[src/rtl/reorder_buffer.sv]
// In-order commit buffer: issue reserves tagged slots, execution completes them by tag, retirement drives the register-file write port.
// Commit outputs are registered, so a completion to the head entry shows up on commit_we two cycles later.
module reorder_buffer #(
    parameter int ID_W   = 4,
    parameter int REG_W  = 5,
    parameter int DATA_W = 32
) (
    input  logic              clk,
    input  logic              nrst,
    input  logic              alloc_valid,
    output logic              alloc_ready,
    input  logic              alloc_has_dest,
    input  logic [REG_W-1:0]  alloc_dest,
    output logic [ID_W-1:0]   alloc_id,
    input  logic              done_valid,
    input  logic [ID_W-1:0]   done_id,
    input  logic [DATA_W-1:0] done_data,
    input  logic              pred_miss,
    output logic              commit_we,
    output logic [ID_W-1:0]   commit_id,
    output logic [REG_W-1:0]  commit_addr,
    output logic [DATA_W-1:0] commit_data,
    output logic [ID_W:0]     count,
    output logic              empty,
    output logic              full
);
    localparam int DEPTH = 1 << ID_W;

    logic [DEPTH-1:0]  r_valid;
    logic [DEPTH-1:0]  r_done;
    logic [DEPTH-1:0]  r_has_dest;
    logic [REG_W-1:0]  r_dest [DEPTH];
    logic [DATA_W-1:0] r_data [DEPTH];
    logic [ID_W-1:0]   r_head;
    logic [ID_W-1:0]   r_tail;
    logic [ID_W:0]     r_count;

    logic w_alloc;
    logic w_commit;
    logic w_done_hit;

    assign full        = (r_count == (ID_W+1)'(DEPTH));
    assign empty       = (r_count == '0);
    assign count       = r_count;
    assign alloc_ready = !full;
    assign alloc_id    = r_tail;

    assign w_alloc    = alloc_valid && alloc_ready;
    assign w_commit   = r_valid[r_head] && r_done[r_head];
    assign w_done_hit = done_valid && r_valid[done_id];

    // Control state. Completion is applied before allocation so a fresh slot always starts not-done.
    always_ff @(posedge clk) begin
        if (nrst || pred_miss) begin
            r_valid   <= '0;
            r_done    <= '0;
            r_head    <= '0;
            r_tail    <= '0;
            r_count   <= '0;
            commit_we <= 1'b0;
            if (nrst) begin
                commit_id   <= '0;
                commit_addr <= '0;
                commit_data <= '0;
            end
        end else begin
            if (w_done_hit) begin
                r_done[done_id] <= 1'b1;
            end
            if (w_alloc) begin
                r_valid[r_tail]    <= 1'b1;
                r_done[r_tail]     <= 1'b0;
                r_has_dest[r_tail] <= alloc_has_dest;
                r_tail             <= r_tail + 1'b1;
            end
            if (w_commit) begin
                r_valid[r_head] <= 1'b0;
                r_head          <= r_head + 1'b1;
                commit_we       <= r_has_dest[r_head];
                commit_id       <= r_head;
                commit_addr     <= r_dest[r_head];
                commit_data     <= r_data[r_head];
            end else begin
                commit_we <= 1'b0;
            end
            r_count <= r_count + (ID_W+1)'(w_alloc) - (ID_W+1)'(w_commit);
        end
    end

    // Payload storage needs no reset; it is only read behind a valid+done entry.
    always_ff @(posedge clk) begin
        if (!nrst && !pred_miss) begin
            if (w_done_hit) begin
                r_data[done_id] <= done_data;
            end
            if (w_alloc) begin
                r_dest[r_tail] <= alloc_dest;
            end
        end
    end
endmodule

[config.mk]
export PLATFORM = sky130hd
export DESIGN_NAME = reorder_buffer
export DESIGN_NICKNAME = d
export VERILOG_FILES = /design/src/rtl/reorder_buffer.sv
export SDC_FILE = /design/constraint.sdc
export NUM_CORES = 1
export LEC_CHECK = 0
export CAP_MARGIN = 20
export CORE_ASPECT_RATIO = 0.7
export CORE_MARGIN = 3
export CORE_UTILIZATION = 55
export CTS_BUF_LIST = sky130_fd_sc_hd__clkbuf_8 sky130_fd_sc_hd__clkbuf_16
export CTS_CLUSTER_DIAMETER = 50
export CTS_CLUSTER_SIZE = 28
export DETAILED_ROUTE_END_ITERATION = 16
export PLACE_DENSITY = 0.82
export SETUP_SLACK_MARGIN = 0.4
export SLEW_MARGIN = 25
export SYNTH_ARGS = -nofsm -noshare
export SYNTH_HDL_FRONTEND = slang
export SYNTH_SLANG_ARGS = --single-unit
[constraint.sdc]
create_clock -name clk -period 5.33 [get_ports clk]
set_input_delay 0.7995 -clock clk [delete_from_list [all_inputs] [get_ports clk]]
set_output_delay 0.7995 -clock clk [all_outputs]
set_load 0.02 [all_outputs]
Fig. 1: signal wires by layer
Drawn at 1.5 px/um. Only two layers are drawn.
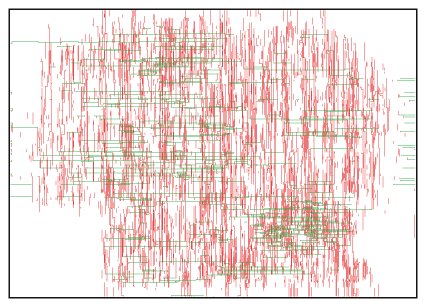
legend:
  met2:
    colour: red
    wire_length: 27.3 mm
  met3:
    colour: green
    wire_length: 6,380 um

Fig. 2: I/O pins on the die edge
Drawn at 1.5 px/um. Pins as bars across the die edge, other pins in grey.
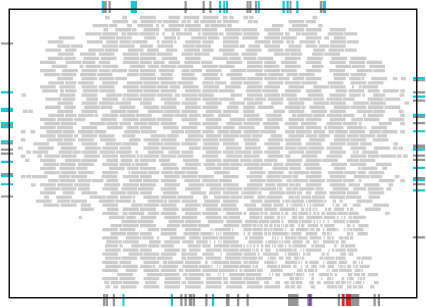
legend:
  `done_data`:
    colour: cyan
    pins: 32
    direction: input
    edge: 12 top, 9 left, 8 right, 3 bottom
  `nrst`:
    colour: purple
    pins: 1
    direction: input
    edge: bottom
  `done_id`:
    colour: red
    pins: 4
    direction: input
    edge: bottom
I/O Buffers: 100
Die Height: 191 um

==> impl_metrics.csv <==
group,metric,value,unit
clock_network,clockRootBuffer,"clkbuf_16",
clock_network,ctsResizeCount,0,
setup_path,crit_end,"count[4]",
clock_network,worstSkewPairLatency,0.60,ns
global_route,antenna_found_initial,3,
clock_network,cts-buffers-inserted,43,
power,p_per_area,324,nW/um^2
global_route,grt_max_degree,93,
global_route,grt_overflow,0,
detailed_routing,viasPerCell,6.45,
setup_path,r2r_cells,13,
logic_synthesis,synth_cells,1250,
detailed_routing,drt-initial-drc-count,1799,
logic_synthesis,largest_area_cell,"edfxtp_1",
detailed_routing,wirelength,59400,um
logic_synthesis,yosysChipArea,27000,sq um
final_timing,fin_crit,4.02,ns
logic_synthesis,yosys-top-cells-area,"edfxtp_1 (72%), mux4_2 (16%), dfxtp_1 (3.7%)",
hold_path,hold_path.startpoint,"r_done[0]",
clock_network,htree_num_levels,2,
logic_synthesis,syn_area_per_cell,21.6,sq um
logic_synthesis,fp_nets,1312,
place,dp_hpwl,36900,um
clock_network,cts_setup_buffers,0,
setup_path,reg2reg_to,"count[4]",
detailed_routing,dr.pass1.iters,7,
hold_path,hold_path_depth,2,
setup_path,cp_max_fo,17,
logic_synthesis,ys.flop_type,"edfxtp_1",
place,gp_congestion,0.897,
logic_synthesis,synth-edff-count,649,
place,pre_cts_ws,1.31,ns
run,drv_cap,0,
setup_path,path_class,"reg -> reg",
cells_and_area,synthToLayoutAreaGrowth,13.7,%
final_timing,setup_slack,1.31,ns
setup_path,cp.required,5.82,ns
logic_synthesis,syn-cell-area,27000,sq um
final_timing,fin_crit_sh,0.755,
floorplanning,die_w,271,um
setup_path,crit_path_start_kind,"flip-flop",
detailed_routing,route.detailed.drc,0,
final_timing,tns,0,ns
global_route,grt_pass1_wl,88900,um
global_route,grt_pass1_vias,13126,
run_status,outcome,"completed",
clock_network,holdBufCountCts,0,
detailed_routing,avgRoutedWirePerCell,29.1,um
setup_path,critPathLaunch,"r_head[1]",
final_timing,finalHoldViolations,0,
detailed_routing,vias,13187,
logic_synthesis,yosysTopAreaCellShare,0.722,
floorplanning,fp-utilization,0.560,
final_timing,slew_headroom,0.356,
clock_network,cts_num_sinks,699,
logic_synthesis,ys_ff,699,
final_timing,grt_setup_unrepaired,"false",
final_timing,finalSetupViolCount,0,
power,leakagePower,9.15,nW
setup_path,r2r_start,"r_head[1]",
detailed_routing,ant_nets,0,
cells_and_area,final_layout_size_suffix_gt1_frac,0.235,
global_route,grt_use_total,0.235,
logic_synthesis,yosysUniqueCellTypes,43,
cells_and_area,layout.nets,1417,
hold_path,hold_path.class,"reg -> reg",
setup_path,cp-end-kind,"flip-flop",
setup_path,critical_path_arrival,4.52,ns
clock_network,clkTransAtPathRegs,0.09,ns
clock_network,cts_tree,"done",
logic_synthesis,ys_seq_frac,0.759,
final_timing,slew_viol_final,0,
power,vdd_drop_max,0.174,mV
setup_path,reg2reg_setup_slack,1.31,ns
final_timing,fin_skew,0.0266,ns
clock_network,clockBufferDepth,3,
run,warning_count,33,
logic_synthesis,yosys_warnings,0,
logic_synthesis,synth_stat.cells,1250,
logic_synthesis,async_flop_share,0,
Fig. 3: port wiring
Drawn at 1 px/um.
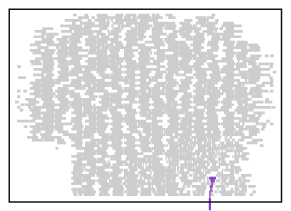
legend:
  `nrst`:
    colour: purple
    direction: input
    edge: bottom
    end_cells: 3
    wire: 29.3 um
boundary pin count: 101

-- placed cells by master, fill, tap and decap left out, drive strengths merged --
master and count:
a2111oi 2, a211oi 28, a21o 1, a21oi 34
a311oi 4, a31oi 10, and2 46, and3b 2
buf 25, clkbuf 43, clkdlybuf4s50 100, clkinv 15
clkinvlp 2, dfxtp 50, diode 1, edfxtp 649
fa 1, ha 14, inv 36, mux2i 3
mux4 197, nand2 40, nand3 5, nand3b 2
nand4 1, nand4bb 1, nor2 49, nor2b 3
nor3 5, nor4b 1, o2111a 2, o21a 2
o21ai 3, o21bai 1, o221ai 1, o22ai 1
or2 2, or3 2, xnor2 4, xor2 2
-- routing by layer --
metal	up-vias	track usage	routed length, um
met5	-	0	13
met4	2	0.0541	1410
met3	103	0.0582	6380
met2	793	0.349	27300
met1	6897	0.358	24400
li1	5392	-	-
-- where the power goes --
part           internal (mW)  switching (mW)  total (mW)
combinational         0.0780           0.156       0.234
sequential              6.00         0.00900        6.01
clock                   1.66            2.03        3.69
-- state kept, by name, indices dropped and copies added, names as in the netlist, named ones only --
name         flops
commit_data     32
r_done          16
r_has_dest      16
commit_id        4
r_valid         16
alloc_id         4
r_dest          80
r_head           4
commit_addr      5
count            5
r_data         512
commit_we        1
-- area by class of cell --
class / count / area, sq um
multi-input cells: 469 / 6250
clock buffers: 43 / 1080
flip-flops and latches: 699 / 20500
well taps: 655 / 820
diodes: 1 / 2.50
repair buffers: 125 / 1470
inverters: 17 / 63.8
clock inverters: 36 / 482
fillers: 3043 / 17500
-- cell usage after synthesis, drive strengths merged, types with 10 or more instances --
master    n
buf      24
clkbuf   41
a211oi   28
mux4    197
a31oi    10
nand2    40
ha       14
nor2     49
edfxtp  649
and2     46
dfxtp    50
a21oi    34
inv      16
-- worst max-delay path, stage by stage, from the launching register on --
cell and delay [ns]:
dfxtp_1 0.73, inv_1 0.30, mux4_2 0.45, o22ai_1 0.14, a21oi_1 0.47, inv_1 0.11
ha_1 0.30, inv_1 0.04, ha_1 0.21, fa_1 0.44, a21oi_1 0.18, nor2_1 0.08
or3_1 0.34, a21oi_1 0.16
-- kinds of logic after synthesis --
kind of cell,share of synthesized area
AND-OR/OR-AND,0.0228
AND/OR/NAND/NOR,0.0288
flip-flops,0.759
adder cells (fa/ha/maj),0.00723
multiplexers,0.166
buffers and inverters,0.0142
XOR/XNOR,0.00195
-- how the worst min path moves through the flow --
| stage | to | slack (ns) |
|---|---|---|
| 6_report | r_done[0] | 0.54 |
| 5_1_grt | r_done[0] | 0.54 |
| 4_1_cts | r_done[0] | 0.53 |
| 3_5_place_dp | r_done[0] | 0.52 |
| 3_3_place_gp | r_done[0] | 0.51 |
| 2_1_floorplan | r_done[0] | 0.49 |
-- per-stage QoR --
step	total power, mW	utilization	cells	cell area, sq um	hold WS, ns
after floorplan	6.20	-	1250	27000	0.494
after global placement	6.35	0.596	1948	28700	0.514
after detailed placement	6.36	0.602	1962	29000	0.516
after CTS	9.97	0.635	2041	30600	0.527
after global routing	10.2	0.636	2045	30700	0.545
final	9.93	0.636	2045	30700	0.536
Power is estimated from default activity; no workload was simulated.
